Figure 1. Cell placement.
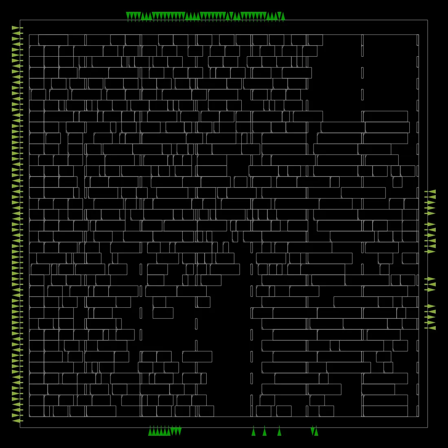
Figure 2. Sizing map.
Scale: 3 px per um.
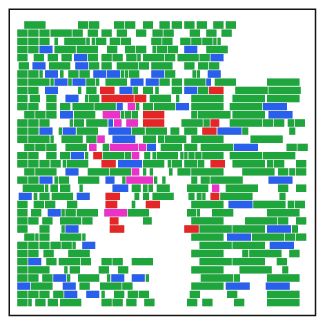
Figure 3. Power grid.
Scale: 4 px per um. Pins as bars on the die edge.
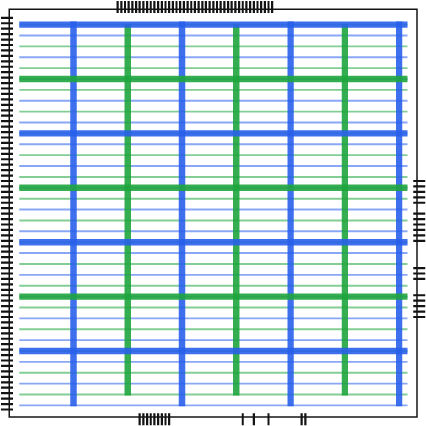
Figure 4. Wiring heat map.
Scale: 4 px per um. The die is cut into 20 by 20 equal tiles; dark purple is low, yellow is high, scaled to the fullest tile. Values are wire area over tile area, all layers added.
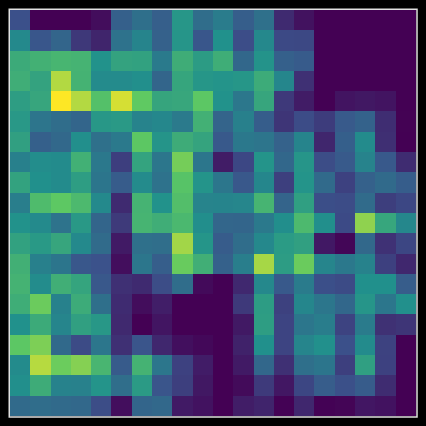
Figure 5. Close-up of the layout.
Region (26, 46) to (76, 96) um. Cells in grey, sequential cells in the stronger grey; small squares are vias.
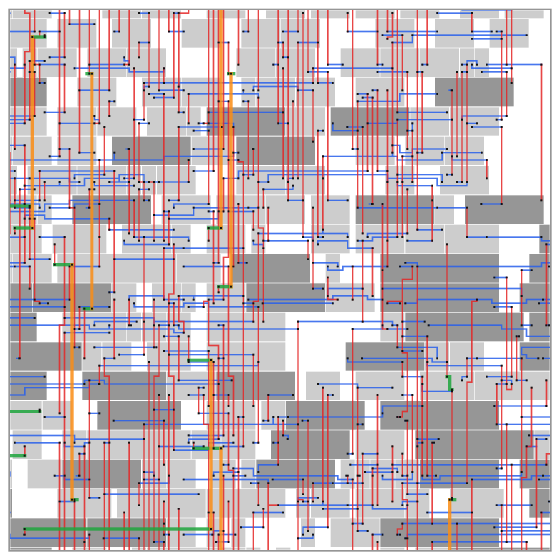
--- config.mk ---
export PLATFORM = sky130hd
export DESIGN_NAME = pipe_sched_flat
export DESIGN_NICKNAME = d
export VERILOG_FILES = /design/src/rtl/pipe_sched_if.sv /design/src/rtl/pipe_sched.sv /design/src/flat_wrapper.sv
export SDC_FILE = /design/constraint.sdc
export NUM_CORES = 1
export LEC_CHECK = 0
export CAP_MARGIN = 20
export CORE_MARGIN = 2
export CORE_UTILIZATION = 46
export DETAILED_ROUTE_END_ITERATION = 6
export PLACE_DENSITY = 0.92
export SYNTH_ARGS = -nofsm -noshare
export SYNTH_HDL_FRONTEND = slang
export SYNTH_SLANG_ARGS = --single-unit
export TNS_END_PERCENT = 50
--- constraint.sdc ---
create_clock -name clk -period 2.9 [get_ports clk]
set_input_delay 0.435 -clock clk [delete_from_list [all_inputs] [get_ports clk]]
set_output_delay 0.435 -clock clk [all_outputs]
set_load 0.02 [all_outputs]
--- src/rtl/pipe_sched_if.sv ---
// Bundles the requester, pipe-operand and result-FIFO signals of pipe_sched.
// slave: the scheduler's view; master: the surrounding logic (requesters, pipe, consumer).
// Purely structural: no storage and no latency of its own.
interface pipe_sched_if #(
  parameter int N = 10
);
  logic           r0_valid;
  logic           r0_ready;
  logic [4*N-1:0] r0_op;
  logic           r1_valid;
  logic           r1_ready;
  logic [4*N-1:0] r1_op;
  logic [N-1:0]   p_a;
  logic [N-1:0]   p_b;
  logic [N-1:0]   p_c;
  logic [N-1:0]   p_d;
  logic [N-1:0]   p_f;
  logic           res_valid;
  logic           res_ready;
  logic           res_id;
  logic [N-1:0]   res_data;

  modport slave (
    input  r0_valid, r0_op, r1_valid, r1_op, p_f, res_ready,
    output r0_ready, r1_ready, p_a, p_b, p_c, p_d, res_valid, res_id, res_data
  );

  modport master (
    output r0_valid, r0_op, r1_valid, r1_op, p_f, res_ready,
    input  r0_ready, r1_ready, p_a, p_b, p_c, p_d, res_valid, res_id, res_data
  );
endinterface

--- src/rtl/pipe_sched.sv ---
// Shares a fixed-latency, non-stalling arithmetic pipe between two requesters (round-robin).
// Latency: accept -> operands on p_* next edge; result visible on res_* LAT+1 cycles after accept.
// Backpressure: accepts only while fifo_count + ops in flight < DEPTH, so the FIFO can never overflow.
// Optional PIPE_SCHED_STATS_EN adds per-requester saturating handshake counters (stat_clr/stat0/stat1).
module pipe_sched #(
  parameter int N     = 10,
  parameter int LAT   = 3,
  parameter int DEPTH = 4
) (
  input  logic        clk,
  input  logic        rst,
`ifdef PIPE_SCHED_STATS_EN
  input  logic        stat_clr,
  output logic [15:0] stat0,
  output logic [15:0] stat1,
`endif
  pipe_sched_if.slave bus
);

  localparam int PW = (DEPTH > 1) ? $clog2(DEPTH) : 1;
  localparam int CW = $clog2(DEPTH + 1);
  // wide enough for fifo count plus every tag stage being set
  localparam int SW = $clog2(DEPTH + LAT + 2);

  // round-robin preference: requester favoured when both are valid
  logic         prio_q, prio_d;

  // issue register feeding the pipe operands
  logic [N-1:0] p_a_q, p_a_d;
  logic [N-1:0] p_b_q, p_b_d;
  logic [N-1:0] p_c_q, p_c_d;
  logic [N-1:0] p_d_q, p_d_d;

  // tag shift register, stage k tracks the op k cycles after its issue edge
  logic [LAT:0] vld_q, vld_d;
  logic [LAT:0] id_q,  id_d;

  // result FIFO: {id, data} per entry
  logic [N:0]    mem_q [DEPTH];
  logic [N:0]    mem_d [DEPTH];
  logic [PW-1:0] rd_ptr_q, rd_ptr_d;
  logic [PW-1:0] wr_ptr_q, wr_ptr_d;
  logic [CW-1:0] cnt_q, cnt_d;

  logic [SW-1:0] inflight;
  logic          credit;
  logic          gnt0;
  logic          gnt1;
  logic          hs;
  logic          hs_id;
  logic          push;
  logic          pop;
  logic [N:0]    head;
  logic [4*N-1:0] win_op;

  // credit from registered state only: a pop this cycle frees a slot next cycle
  always_comb begin
    inflight = '0;
    for (int k = 0; k <= LAT; k++) begin
      inflight = inflight + SW'(vld_q[k]);
    end
    credit = (SW'(cnt_q) + inflight) < SW'(DEPTH);
  end

  // grant: lone valid wins, otherwise the preferred requester; never during reset
  always_comb begin
    gnt0 = 1'b0;
    gnt1 = 1'b0;
    if (!rst && credit) begin
      if (bus.r0_valid && (!bus.r1_valid || !prio_q)) begin
        gnt0 = 1'b1;
      end else if (bus.r1_valid) begin
        gnt1 = 1'b1;
      end
    end
  end

  assign bus.r0_ready = gnt0;
  assign bus.r1_ready = gnt1;
  assign hs           = gnt0 | gnt1;
  assign hs_id        = gnt1;
  assign win_op       = gnt1 ? bus.r1_op : bus.r0_op;

  // preference flips to the other requester after every real handshake
  always_comb begin
    prio_d = prio_q;
    if (hs) begin
      prio_d = ~hs_id;
    end
  end

  // operands are loaded on accept and held otherwise
  always_comb begin
    p_a_d = p_a_q;
    p_b_d = p_b_q;
    p_c_d = p_c_q;
    p_d_d = p_d_q;
    if (hs) begin
      p_a_d = win_op[4*N-1:3*N];
      p_b_d = win_op[3*N-1:2*N];
      p_c_d = win_op[2*N-1:N];
      p_d_d = win_op[N-1:0];
    end
  end

  assign bus.p_a = p_a_q;
  assign bus.p_b = p_b_q;
  assign bus.p_c = p_c_q;
  assign bus.p_d = p_d_q;

  // tags advance one stage per clock in lockstep with the pipe
  always_comb begin
    vld_d    = '0;
    id_d     = '0;
    vld_d[0] = hs;
    id_d[0]  = hs_id;
    for (int k = 1; k <= LAT; k++) begin
      vld_d[k] = vld_q[k-1];
      id_d[k]  = id_q[k-1];
    end
  end

  // last tag stage lines up with a stable p_f: capture it one edge later
  assign push = vld_q[LAT];
  assign pop  = (cnt_q != '0) && bus.res_ready;

  // FIFO pointer/count update; simultaneous push and pop keeps count
  always_comb begin
    mem_d    = mem_q;
    wr_ptr_d = wr_ptr_q;
    rd_ptr_d = rd_ptr_q;
    cnt_d    = cnt_q;
    if (push) begin
      mem_d[wr_ptr_q] = {id_q[LAT], bus.p_f};
      wr_ptr_d        = wr_ptr_q + PW'(1);
    end
    if (pop) begin
      rd_ptr_d = rd_ptr_q + PW'(1);
    end
    case ({push, pop})
      2'b10:   cnt_d = cnt_q + CW'(1);
      2'b01:   cnt_d = cnt_q - CW'(1);
      default: cnt_d = cnt_q;
    endcase
  end

  // head is shown straight from storage; zeroed while empty so idle outputs are clean
  assign head          = (cnt_q != '0) ? mem_q[rd_ptr_q] : '0;
  assign bus.res_valid = (cnt_q != '0);
  assign bus.res_id    = head[N];
  assign bus.res_data  = head[N-1:0];

  // control state with synchronous reset; in-flight pipe data becomes untagged on reset
  always_ff @(posedge clk) begin
    if (rst) begin
      prio_q   <= 1'b0;
      p_a_q    <= '0;
      p_b_q    <= '0;
      p_c_q    <= '0;
      p_d_q    <= '0;
      vld_q    <= '0;
      id_q     <= '0;
      rd_ptr_q <= '0;
      wr_ptr_q <= '0;
      cnt_q    <= '0;
    end else begin
      prio_q   <= prio_d;
      p_a_q    <= p_a_d;
      p_b_q    <= p_b_d;
      p_c_q    <= p_c_d;
      p_d_q    <= p_d_d;
      vld_q    <= vld_d;
      id_q     <= id_d;
      rd_ptr_q <= rd_ptr_d;
      wr_ptr_q <= wr_ptr_d;
      cnt_q    <= cnt_d;
    end
  end

  // FIFO storage needs no reset: it is only observed while count is nonzero
  always_ff @(posedge clk) begin
    mem_q <= mem_d;
  end

`ifdef PIPE_SCHED_STATS_EN
  logic [15:0] stat0_q, stat0_d;
  logic [15:0] stat1_q, stat1_d;

  // saturating handshake counters; clear takes priority over a same-cycle increment
  always_comb begin
    stat0_d = stat0_q;
    stat1_d = stat1_q;
    if (stat_clr) begin
      stat0_d = '0;
      stat1_d = '0;
    end else begin
      if (gnt0 && (stat0_q != 16'hFFFF)) begin
        stat0_d = stat0_q + 16'd1;
      end
      if (gnt1 && (stat1_q != 16'hFFFF)) begin
        stat1_d = stat1_q + 16'd1;
      end
    end
  end

  // counter registers
  always_ff @(posedge clk) begin
    if (rst) begin
      stat0_q <= '0;
      stat1_q <= '0;
    end else begin
      stat0_q <= stat0_d;
      stat1_q <= stat1_d;
    end
  end

  assign stat0 = stat0_q;
  assign stat1 = stat1_q;
`else
  // statistics counters are not built in this configuration
`endif

endmodule

--- src/flat_wrapper.sv ---
// flat-port wrapper written by rule: the top's interface ports become plain ports
module pipe_sched_flat 
#(
  parameter int N     = 10,
  parameter int LAT   = 3,
  parameter int DEPTH = 4
)
  (clk, rst, bus_r0_valid, bus_r0_op, bus_r1_valid, bus_r1_op, bus_p_f, bus_res_ready, bus_r0_ready, bus_r1_ready, bus_p_a, bus_p_b, bus_p_c, bus_p_d, bus_res_valid, bus_res_id, bus_res_data);
  pipe_sched_if #(.N(N)) bus_i ();
  input  logic clk;
  input  logic rst;
  input wire logic [$bits(bus_i.r0_valid)-1:0] bus_r0_valid;
  input wire logic [$bits(bus_i.r0_op)-1:0] bus_r0_op;
  input wire logic [$bits(bus_i.r1_valid)-1:0] bus_r1_valid;
  input wire logic [$bits(bus_i.r1_op)-1:0] bus_r1_op;
  input wire logic [$bits(bus_i.p_f)-1:0] bus_p_f;
  input wire logic [$bits(bus_i.res_ready)-1:0] bus_res_ready;
  output wire logic [$bits(bus_i.r0_ready)-1:0] bus_r0_ready;
  output wire logic [$bits(bus_i.r1_ready)-1:0] bus_r1_ready;
  output wire logic [$bits(bus_i.p_a)-1:0] bus_p_a;
  output wire logic [$bits(bus_i.p_b)-1:0] bus_p_b;
  output wire logic [$bits(bus_i.p_c)-1:0] bus_p_c;
  output wire logic [$bits(bus_i.p_d)-1:0] bus_p_d;
  output wire logic [$bits(bus_i.res_valid)-1:0] bus_res_valid;
  output wire logic [$bits(bus_i.res_id)-1:0] bus_res_id;
  output wire logic [$bits(bus_i.res_data)-1:0] bus_res_data;
  assign bus_i.r0_valid = bus_r0_valid;
  assign bus_i.r0_op = bus_r0_op;
  assign bus_i.r1_valid = bus_r1_valid;
  assign bus_i.r1_op = bus_r1_op;
  assign bus_i.p_f = bus_p_f;
  assign bus_i.res_ready = bus_res_ready;
  assign bus_r0_ready = bus_i.r0_ready;
  assign bus_r1_ready = bus_i.r1_ready;
  assign bus_p_a = bus_i.p_a;
  assign bus_p_b = bus_i.p_b;
  assign bus_p_c = bus_i.p_c;
  assign bus_p_d = bus_i.p_d;
  assign bus_res_valid = bus_i.res_valid;
  assign bus_res_id = bus_i.res_id;
  assign bus_res_data = bus_i.res_data;
  pipe_sched #(.N(N), .LAT(LAT), .DEPTH(DEPTH)) u_core (.clk(clk), .rst(rst), .bus(bus_i));
endmodule
==> results_tabular.tex <==
% Implementation results table
\begin{tabular}{lr}
\hline
Metric & Value \\
\hline
\multicolumn{2}{l}{\textbf{Floorplan}} \\
\quad Starting Density & 0.474 \\
\multicolumn{2}{l}{\textbf{Status}} \\
\quad Outcome & finished clean \\
\multicolumn{2}{l}{\textbf{Synthesis}} \\
\quad XORs/XNORs by Area & 0.0100 \\
\quad Area of the mapped netlist & 4380 sq um \\
\quad Synthesized Nets & roughly 430 \\
\quad Total cells reported by yosys after synthesis & roughly 320 \\
\quad Most numerous cell in the Yosys netlist & sky130\_fd\_sc\_hd\_\_dfxtp\_1 \\
\quad Post-synth EDFFs & 44 \\
\quad Number of warnings reported in the yosys synthesis log & 0 \\
\multicolumn{2}{l}{\textbf{Cells and area}} \\
\quad Seq. cell area & approximately 2400 sq um \\
\quad Number of non-clock inverters in the layout & 7 \\
\quad Fin cells & about 600 \\
\quad Register containing the most flip-flops in the final layout & u\_core.mem\_q \\
\quad Clock distribution area overhead in the final layout & 0.0329 \\
\quad Non-clock buffers, area share & 0.251 \\
\quad Flop share of the area & 0.392 \\
\quad Number of multi-input combinational cells in the layout & around 190 \\
\quad Net total in the final layout & roughly 580 \\
\multicolumn{2}{l}{\textbf{Power and ir drop}} \\
\quad Sequential group share of total power & 0.488 \\
\quad Reported net switching power & just under 0.9 mW \\
\quad Total Power Consumption & about 3.2 mW \\
\quad Leak Pwr & 2.31 nW \\
\quad Ratio of total power to cell area & approximately 520 nW/um\^{}2 \\
\quad Fraction of power consumed by combinational cells & 0.230 \\
\quad Switching share of total power & 0.275 \\
\quad Top power group & registers \\
\multicolumn{2}{l}{\textbf{Flow run}} \\
\quad Max Cap Viol & 0 \\
\multicolumn{2}{l}{\textbf{Global route}} \\
\quad Global-route wire length before repair & 15,400 um \\
\multicolumn{2}{l}{\textbf{Setup path}} \\
\quad Kind of capture point of the worst setup path & output port \\
\quad Slowest stage cell on the critical path & sky130\_fd\_sc\_hd\_\_or4\_4 \\
\quad Crit-path max FO & 3 \\
\quad Slack of the worst reg-to-reg path & 0.14 ns \\
\multicolumn{2}{l}{\textbf{Clock network}} \\
\quad Number of sinks on the clock net & about 100 \\
\quad CTS H-tree depth & 3 \\
\quad Clock-pin slew reported for the worst setup and hold paths after clock tree synthesis & around 0.090 ns \\
\quad Clk latency late pin & $\sim$0.35 ns \\
\quad Number of buffers on the longest clock path & 2 \\
\quad Clock tree root buffer cell & sky130\_fd\_sc\_hd\_\_clkbuf\_8 \\
\multicolumn{2}{l}{\textbf{Placed design}} \\
\quad Number of port buffers & about 150 \\
\quad Placed instance area & 5990 sq um \\
\multicolumn{2}{l}{\textbf{Timing}} \\
\quad Final sum of negative setup slack & 0 ns \\
\multicolumn{2}{l}{\textbf{Hold path}} \\
\quad Hold\_sp & u\_core.id\_q[0] \\
\multicolumn{2}{l}{\textbf{Drt}} \\
\quad Drt first pass iters & 4 \\
\quad DRC violation count after routing & 0 \\
\quad Remaining number of nets flagged by the antenna check after routing & 0 \\
\quad Drt wl/cell & roughly 16 um \\
\hline
\end{tabular}
-- Figure 1 (at the start) --
final core utilization: 0.676
Flops: 100

-- Figure 2 (at the start) --
- drive 2: blue (cells 59; share 12%; most used a211oi_2)
- drive 6 and up: red (cells 18; share 3.8%; most used clkbuf_8)
- drive 1 or less: green (cells 384; share 81%; most used clkdlybuf4s50_1)
- drive 3 to 4: magenta (cells 13; share 2.7%; most used buf_4)

-- Figure 3 (at the start) --
- VSS: blue
- VDD: green
- signal pins: 149
- met1 rails: 36
- rows: 35
- met5 straps: 7

-- Figure 4 (at the start) --
- emptiest ninth of the die: north-east
- mean over tiles: 0.15
- nearly empty tiles: 12%
- fullest tile: 0.44

-- Figure 5 (at the start) --
- met4: orange
- met2: red
- met3: green
- met1: blue
- netlist names of flops here include: `u_core.bus.p_d` (7), `u_core.mem_q` (6), `u_core.bus.p_c` (4)
- sequential cells in the window: 29
- cells with their middle in the window: 155
- most frequent: clkdlybuf4s50_1 (32), dfxtp_1 (21), nor2_1 (15)

Power is estimated from default activity; no workload was simulated.
